--- src/rtl/exec_ctrl_pkg.sv ---
// Shared definitions for the execution sequencer: FSM encoding, default tick
// dividers and the ecall display code used by the datapath's LED logic.
package exec_ctrl_pkg;

  typedef enum logic [1:0] {
    RUN  = 2'b00,
    WAIT = 2'b01,
    STEP = 2'b10,
    HALT = 2'b11
  } state_t;

  localparam int unsigned DIV0_DEF = 100000000;
  localparam int unsigned DIV1_DEF = 10000000;
  localparam int unsigned DIV2_DEF = 2000000;
  localparam int unsigned DIV3_DEF = 1000000;

  localparam logic [31:0] ECALL_CODE = 32'h22;

endpackage

--- src/rtl/tick_gen.sv ---
// Selectable-rate tick: one-cycle pulse every DIVsel cycles; a rate change
// restarts the interval and suppresses the tick in the changing cycle.
module tick_gen
  import exec_ctrl_pkg::*;
#(
  parameter int unsigned DIV0 = DIV0_DEF,
  parameter int unsigned DIV1 = DIV1_DEF,
  parameter int unsigned DIV2 = DIV2_DEF,
  parameter int unsigned DIV3 = DIV3_DEF
) (
  input  logic       clk,
  input  logic       rst_n,
  input  logic [1:0] clk_sel,
  output logic       tick
);

  logic [31:0] cnt;
  logic [31:0] div_m1;
  logic [1:0]  sel_q;
  logic        sel_chg;

  always_comb begin
    div_m1 = 32'(DIV0) - 32'd1;
    case (clk_sel)
      2'b00:   div_m1 = 32'(DIV0) - 32'd1;
      2'b01:   div_m1 = 32'(DIV1) - 32'd1;
      2'b10:   div_m1 = 32'(DIV2) - 32'd1;
      default: div_m1 = 32'(DIV3) - 32'd1;
    endcase
  end

  assign sel_chg = (clk_sel != sel_q);
  assign tick    = !sel_chg && (cnt == div_m1);

  // Wrap on >= so a stale count can never run past the selected interval.
  always_ff @(posedge clk or negedge rst_n) begin
    if (!rst_n) begin
      cnt   <= '0;
      sel_q <= 2'b00;
    end else begin
      sel_q <= clk_sel;
      if (sel_chg || cnt >= div_m1)
        cnt <= '0;
      else
        cnt <= cnt + 32'd1;
    end
  end

endmodule

--- src/rtl/exec_controller.sv ---
// Execution sequencer: turns the selected tick into a one-cycle commit strobe
// and applies run/halt/single-step/breakpoint policy plus a commit counter.
module exec_controller
  import exec_ctrl_pkg::*;
#(
  parameter int unsigned DIV0  = DIV0_DEF,
  parameter int unsigned DIV1  = DIV1_DEF,
  parameter int unsigned DIV2  = DIV2_DEF,
  parameter int unsigned DIV3  = DIV3_DEF,
  parameter int unsigned CNT_W = 32
) (
  input  logic             CLK,
  input  logic             RST,
  input  logic [1:0]       CLK_Sel,
  input  logic             Go,
  input  logic             Step_Mode,
  input  logic             BP_En,
  input  logic [31:0]      BP_Addr,
  input  logic [31:0]      PC,
  input  logic             halt_req,
  output logic             cpu_en,
  output logic [1:0]       state,
  output logic             halted,
  output logic [CNT_W-1:0] PeriodNum
);

  state_t st;
  logic   tick;
  logic   go_p0, go_p1, go_p2;
  logic   go_pulse;
  logic   ovr;

  function automatic logic [CNT_W-1:0] sat_inc(input logic [CNT_W-1:0] v);
    return (&v) ? v : v + 1'b1;
  endfunction

  tick_gen #(
    .DIV0(DIV0),
    .DIV1(DIV1),
    .DIV2(DIV2),
    .DIV3(DIV3)
  ) u_tick_gen (
    .clk    (CLK),
    .rst_n  (RST),
    .clk_sel(CLK_Sel),
    .tick   (tick)
  );

  // Go synchronizer (p0/p1) and edge-detect history (p2)
  always_ff @(posedge CLK or negedge RST) begin
    if (!RST) begin
      go_p0 <= 1'b0;
      go_p1 <= 1'b0;
      go_p2 <= 1'b0;
    end else begin
      go_p0 <= Go;
      go_p1 <= go_p0;
      go_p2 <= go_p1;
    end
  end

  assign go_pulse = go_p1 & ~go_p2;
  assign state    = st;

  // ovr lets the instruction that caused the halt retire once after resume.
  always_ff @(posedge CLK or negedge RST) begin
    if (!RST) begin
      st        <= RUN;
      cpu_en    <= 1'b0;
      halted    <= 1'b0;
      ovr       <= 1'b0;
      PeriodNum <= '0;
    end else begin
      cpu_en <= 1'b0;
      case (st)
        RUN, STEP: begin
          if (tick) begin
            if (!ovr && (halt_req || (BP_En && (PC == BP_Addr)))) begin
              st     <= HALT;
              halted <= 1'b1;
            end else begin
              cpu_en    <= 1'b1;
              ovr       <= 1'b0;
              PeriodNum <= sat_inc(PeriodNum);
              st        <= (Step_Mode || st == STEP) ? WAIT : RUN;
            end
          end
        end
        WAIT: begin
          if (go_pulse)
            st <= Step_Mode ? STEP : RUN;
        end
        HALT: begin
          if (go_pulse) begin
            ovr    <= 1'b1;
            halted <= 1'b0;
            st     <= Step_Mode ? STEP : RUN;
          end
        end
        default: st <= RUN;
      endcase
    end
  end

endmodule

--- config.mk ---
export PLATFORM = sky130hd
export DESIGN_NAME = exec_controller
export DESIGN_NICKNAME = d
export VERILOG_FILES = /design/src/rtl/exec_ctrl_pkg.sv /design/src/rtl/tick_gen.sv /design/src/rtl/exec_controller.sv
export SDC_FILE = /design/constraint.sdc
export NUM_CORES = 1
export LEC_CHECK = 0
export CAP_MARGIN = 20
export CORE_MARGIN = 4
export CORE_UTILIZATION = 49
export CTS_CLUSTER_DIAMETER = 30
export DETAILED_ROUTE_END_ITERATION = 10
export GPL_ROUTABILITY_DRIVEN = 0
export GPL_TIMING_DRIVEN = 1
export MAX_ROUTING_LAYER = met4
export PLACE_DENSITY = 0.78
export RECOVER_POWER = 100
export SYNTH_ARGS = -nofsm -noshare
export SYNTH_HDL_FRONTEND = slang
export SYNTH_SLANG_ARGS = --single-unit
--- constraint.sdc ---
create_clock -name CLK -period 3.9 [get_ports CLK]
set_clock_uncertainty 0.1 [all_clocks]
set_input_delay 0.78 -clock CLK [delete_from_list [all_inputs] [get_ports CLK]]
set_output_delay 0.78 -clock CLK [all_outputs]
set_load 0.1 [all_outputs]
run_1/pinout.png
Drawn at 3 px/um. Pins as bars across the die edge, other pins in gray.
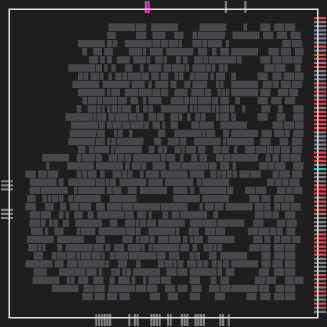
legend:
  PC:
    color: red
    pins: 32
    direction: input
    edge: east
  CLK_Sel:
    color: magenta
    pins: 2
    direction: input
    edge: north
  halted:
    color: cyan
    pins: 1
    direction: output
    edge: east

run_1/class_map.png
Drawn at 4 px/um. Fill, decap, tap and diode cells in gray.
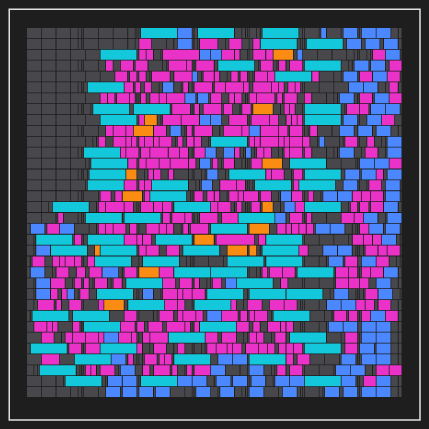
legend:
  remaining buffers and delay cells:
    color: blue
    cells: 132
  remaining logic cells:
    color: magenta
    cells: 361
  registers:
    color: cyan
    cells: 74
  clock drivers and dummy loads:
    color: orange
    cells: 15

run_1/clock_wires.png
Drawn at 6 px/um.
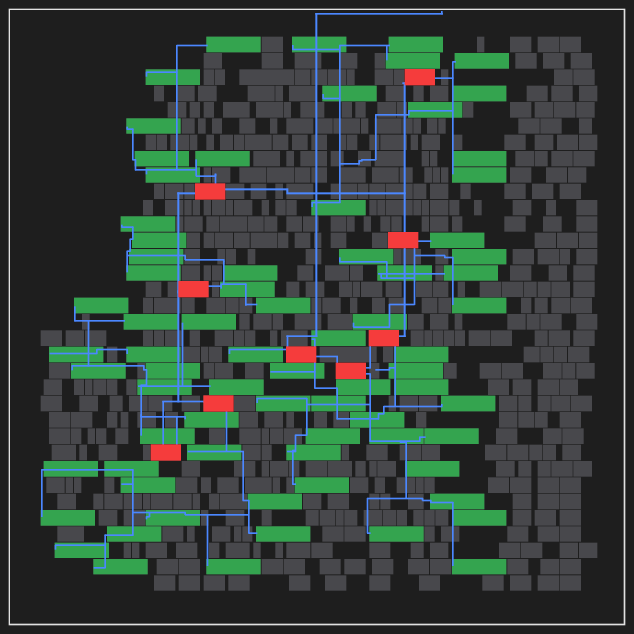
legend:
  clock-net drivers:
    color: red
    count: 9
  clock wires:
    color: blue
    length: 917 um
  flip-flops:
    color: green
    count: 74
routed clock nets: 10

run_1/clock_nets.png
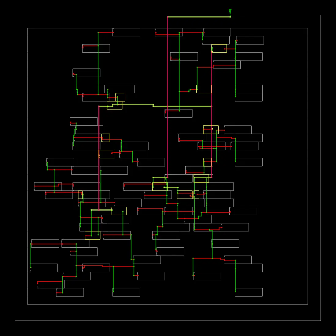
number of sequential cells in the layout: 74
insertion delay at the late pin of the worst-skew pair: 0.35 ns
clock buffer count from CTS: 9
clk pwr: 0.525 mW

==> notes.md, run 1 <==
The synthesis and PnR run went through. Number of pins exceeding their max-slew limit in the final report landed at 46. Power of the sequential group landed at ~0.77 mW. At the worst endpoint, the arrival time is ~4.0 ns. Number of warnings the tools reported landed at 32. Final setup violation count landed at 0. Wire length on met2 landed at about 5300 um.

The flow ran to the end, but the final reports show violations. Wire length of the first global-routing pass landed at around 17000 um. The worst setup path is captured at a register. For this run, the detailed router reports a per-instance via density of around 5.4.

Looking at the clock tree report, the maximum root-to-sink buffer count equals 2. In the power breakdown, the internal column shows about 1.1 mW. Cell area power density landed at around 250 nW/um2. Dividing the synthesized area by the synthesized cell count gives roughly 10 um2. Across all setup checks in the final design, the least slack found is 0.0961 ns. Reported max-cap violation count landed at 1. Post-route clock period utilization landed at 97.5%.

Minimum period implied by the final worst setup slack landed at between 3 and 4 ns. The checks that failed: capacitance limit, slew limit. Of the total synthesized cell area, the portion taken by full adders, half adders and majority gates is ~7.5%. In the setup report, the worst path falls into the class in -> reg.
-- run 1: cell usage after synthesis, drive strengths merged (7+ instances only) --
master,number,share of area [%]
a21oi,10,1.1
and3,8,1.1
dfrtp,74,42
ha,26,7.5
inv,23,2.0
nand2,26,2.2
nand3,26,3.1
nand4,21,3.0
nor2,22,1.9
nor3,53,6.7
nor4,10,1.9
or3,7,1.0
or4,9,1.8
xnor2,47,9.4
xor2,43,8.6
-- run 1: flip-flops by register name, indices dropped and copies added, names as in the netlist --
name,flops
u_tick_gen.sel_q,2
go_p0,1
state,2
PeriodNum,32
go_p1,1
halted,1
u_tick_gen.cnt,32
go_p2,1
ovr,1
cpu_en,1
-- run 1: metal layers --
layer	global-route usage (%)	vias up
met1	24.4	1823
li1	-	1817
met2	36.3	103
met4	6.46	0
met3	4.03	9
met5	-	-
-- run 1: through the flow --
| step | instances | area, um2 |
|---|---|---|
| detailed placement | 674 | 5700 |
| global route | 690 | 5910 |
| floorplan | 443 | 4370 |
| finish | 690 | 5910 |
| CTS | 689 | 5870 |
| global placement | 674 | 5700 |
-- run 1: cell type report --
cell class                      count  area, um2
Inverter                           23       86.3
Tap cell                          108        135
Sequential cell                    74       1850
Timing Repair Buffer              132       1240
Multi-Input combinational cell    338       2430
Clock buffer                       11        141
Fill cell                         678       2770
Clock inverter                      4       28.8
-- run 1: final timing paths --
check | start | to | slack [ns] | cells past startpoint
max | CLK_Sel[0] | PeriodNum[31] | 0.1 | 13
min | RST | cpu_en | 0.25 | 1
max reg2reg | PeriodNum[10] | PeriodNum[1] | 0.93 | 7
min reg2reg | go_p0 | go_p1 | 0.25 | 0
max in group asynchronous | RST | u_tick_gen.cnt[7] | 0.82 | 2
min in group CLK | go_p0 | go_p1 | 0.25 | 0
==> run 2: changes to the inputs <==
==> constraint.sdc (replaced) <==
create_clock -name CLK -period 3.8 [get_ports CLK]
set_clock_uncertainty 0.1 [all_clocks]
set_input_delay 0.76 -clock CLK [delete_from_list [all_inputs] [get_ports CLK]]
set_output_delay 0.76 -clock CLK [all_outputs]
set_load 0.1 [all_outputs]
==> run 2 against run 1 <==
Net effect:
- the flow still finishes with violations (capacitance limit, slew limit)
- sequential share of layout area is 1.5 points lower
- cell count grew 1.4%
- setup slack improved by 0.13 ns
- sequential cell count unchanged
- first-iteration DRC count increased by 25%
- critical path depth shrank 1
- wire length rose by 11%
- global-route usage rose by 2.1 points
- clock power rose by 68%
- register-to-register slack got worse by 0.19 ns
- critical path type unchanged
==> notes.md, run 2 <==
The synthesis and PnR run went through. Sorting the synthesized cells by area gives the leading types as sky130_fd_sc_hd__dfrtp_1 42%, sky130_fd_sc_hd__xnor2_1 9.4%, sky130_fd_sc_hd__xor2_1 8.6%. Wire length of the first global-routing pass landed at 18200 um (+8.1%). OpenSTA lists the critical path endpoint as PeriodNum[31]. Reg-to-reg setup timing slack landed at 0.74 ns (-0.19 ns). Worst-case reg-to-reg path depth landed at 8 (+1). The internal power came to 1.49 mW (+33%). By count the netlist is led by 74 x sky130_fd_sc_hd__dfrtp_1, 48 x sky130_fd_sc_hd__nor3_1, 47 x sky130_fd_sc_hd__xnor2_1. Post-layout instance count excluding filler cells landed at 700 (+1.4%).

Average instance area after synthesis landed at 9.90 um2 (unchanged). The count of filler cells inserted in the layout came to 601 (-11%). From synthesis to final layout, the design area changed by 42.6%. Data arrival time at the worst-slack endpoint landed at 3.75 ns (-0.22 ns). Worst-case headroom to the max-slew limit landed at -25.7%. Largest vdd supply drop landed at 0.211 mV. Yosys reported a register bit count of around 74. Across every metal layer, demand over resource in global routing totals 23.0%. sky130_fd_sc_hd__dfrtp_1 is the most common cell in the netlist.

Dividing the final minimum period by the clock period gives a little over nine tenths. The cell area power density came to 300 nW/um2 (+21%). The final timing report derives a shortest allowable period of about 3.6 ns. Number of pins exceeding their max-slew limit in the final report landed at 37 (-20%). Number of standard cells after synthesis landed at around 440. In this run the worst setup path begins at CLK_Sel[0]. Post-route standard cell area excluding fillers landed at 6210 um2 (+5.1%). The detailed-route vias per instance is 5.46 (+0.46%). Final setup violation count landed at 0 (unchanged). Synthesized cell area landed at ~4400 um2. In the floorplan report the effective utilization is between 50% and 60%. The worst hold path was traced through 0 stages. Per the timing report, the most critical flop-to-flop path finishes at PeriodNum[0].

Final critical-path setup slack landed at 0.221 ns (+0.125 ns). The number of warnings the tools reported was 31 (-3.1%). Power of the sequential group landed at 0.793 mW (+3%). STA classifies the critical path endpoint as a register. The area fraction of the dominant cell type after synthesis is 42.5% (unchanged). Reported max-cap violation count landed at 1 (unchanged).

The number of placed cells counting well taps came to 677 (+0.45%). The number of buffers created by CTS came to 9 (unchanged). The clock insertion delay at the later pin of the skew report came to 0.35 ns (about the same). Looking at the clock tree report, the root buffer type is sky130_fd_sc_hd__clkbuf_8. The flow ran to the end, but the final reports show violations. Maximum root-to-sink buffer count landed at 2 (unchanged). For hold timing, the worst endpoint is go_p1. The registers reported with the highest flop counts are PeriodNum: 32 flops, u_tick_gen.cnt: 32 flops. Per the hold report, the tightest min-delay path originates at go_p0. The final reports fail on capacitance limit, slew limit.
==> run 2: cell types whose count changed in the layout (fill, tap and decap cells not counted), sizes merged <==
cell / delta
buf: +6
bufinv: +5
clkbuf: +3
clkdlybuf4s25: +1
clkdlybuf4s50: -2
clkinv: -2
clkinvlp: -2
dlymetal6s2s: +1
==> run 2: cells by family (layout without fill, tap and decap cells) <==
kind of cell | Yosys count | count (layout) | share of synthesized area (%)
and+or+nand+nor | 193 | 193 | 24.5
muxes | 1 | 1 | 0.258
buffers and inverters | 31 | 180 | 3.24
DFF | 74 | 74 | 42.5
xor gates and xnor gates | 90 | 90 | 18.1
adders and majority gates | 26 | 26 | 7.46
AOI/OAI and AO/OA | 24 | 24 | 3.90
other | 1 | 4 | 0.0861
==> run 2: critical path, delay by kind of cell <==
family / cells / cell delay [ns]
AND/OR/NAND/NOR: 5 / 1.40
XOR/XNOR: 1 / 0.17
adder cells (fa/ha/maj): 2 / 0.54
buffers and inverters: 3 / 0.68
AND-OR/OR-AND: 1 / 0.21
==> run 2: metal layers <==
layer  track usage, %  part of all wire, %
met1             26.2                   41
met2             39.8                   50
met3             3.96                  7.4
met4             9.59                  2.1
met5                -                    0
==> run 2: layout make-up <==
cell class | count | area, um2 | share of cell area, %
Inverter | 23 | 86.3 | 1.39
Tap cell | 108 | 135 | 2.17
Sequential cell | 74 | 1850 | 29.8
Clock inverter | 5 | 150 | 2.42
Multi-Input combinational cell | 338 | 2530 | 40.8
Clock buffer | 10 | 138 | 2.21
Timing Repair Buffer | 142 | 1320 | 21.2
==> run 2: repair_timing <==
| action | in CTS | in global routing |
|---|---|---|
| endpoints found under the setup margin | 24 | 34 |
| gates resized | 14 | 20 |
| setup buffers | 6 | 0 |
| pin swaps | 2 | 3 |
| hold buffers | 0 | 0 |
| cloned | 0 | 2 |
run_2/m2.png
Drawn at 4 px/um.
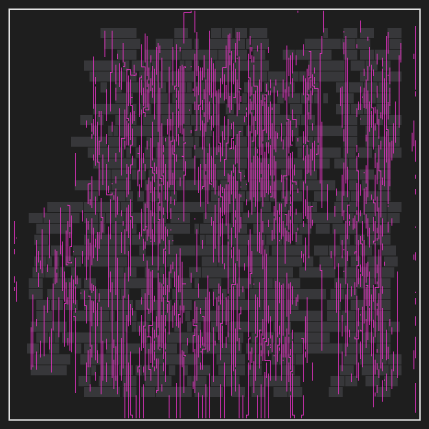
wire length on this layer: 5900 um
main direction: vertical
longest straight run: 36.7 um
nets with wire on the layer: 606
share of all routed wire: 50%

run_2/clock_nets.png
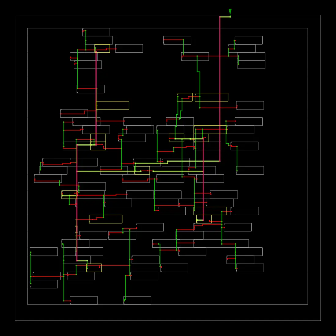
clock buf count: 10
number of sinks driven by the clock tree: 74
clk pwr: 0.880 mW

No activity file was given, so power comes from the tool's default toggle rates.
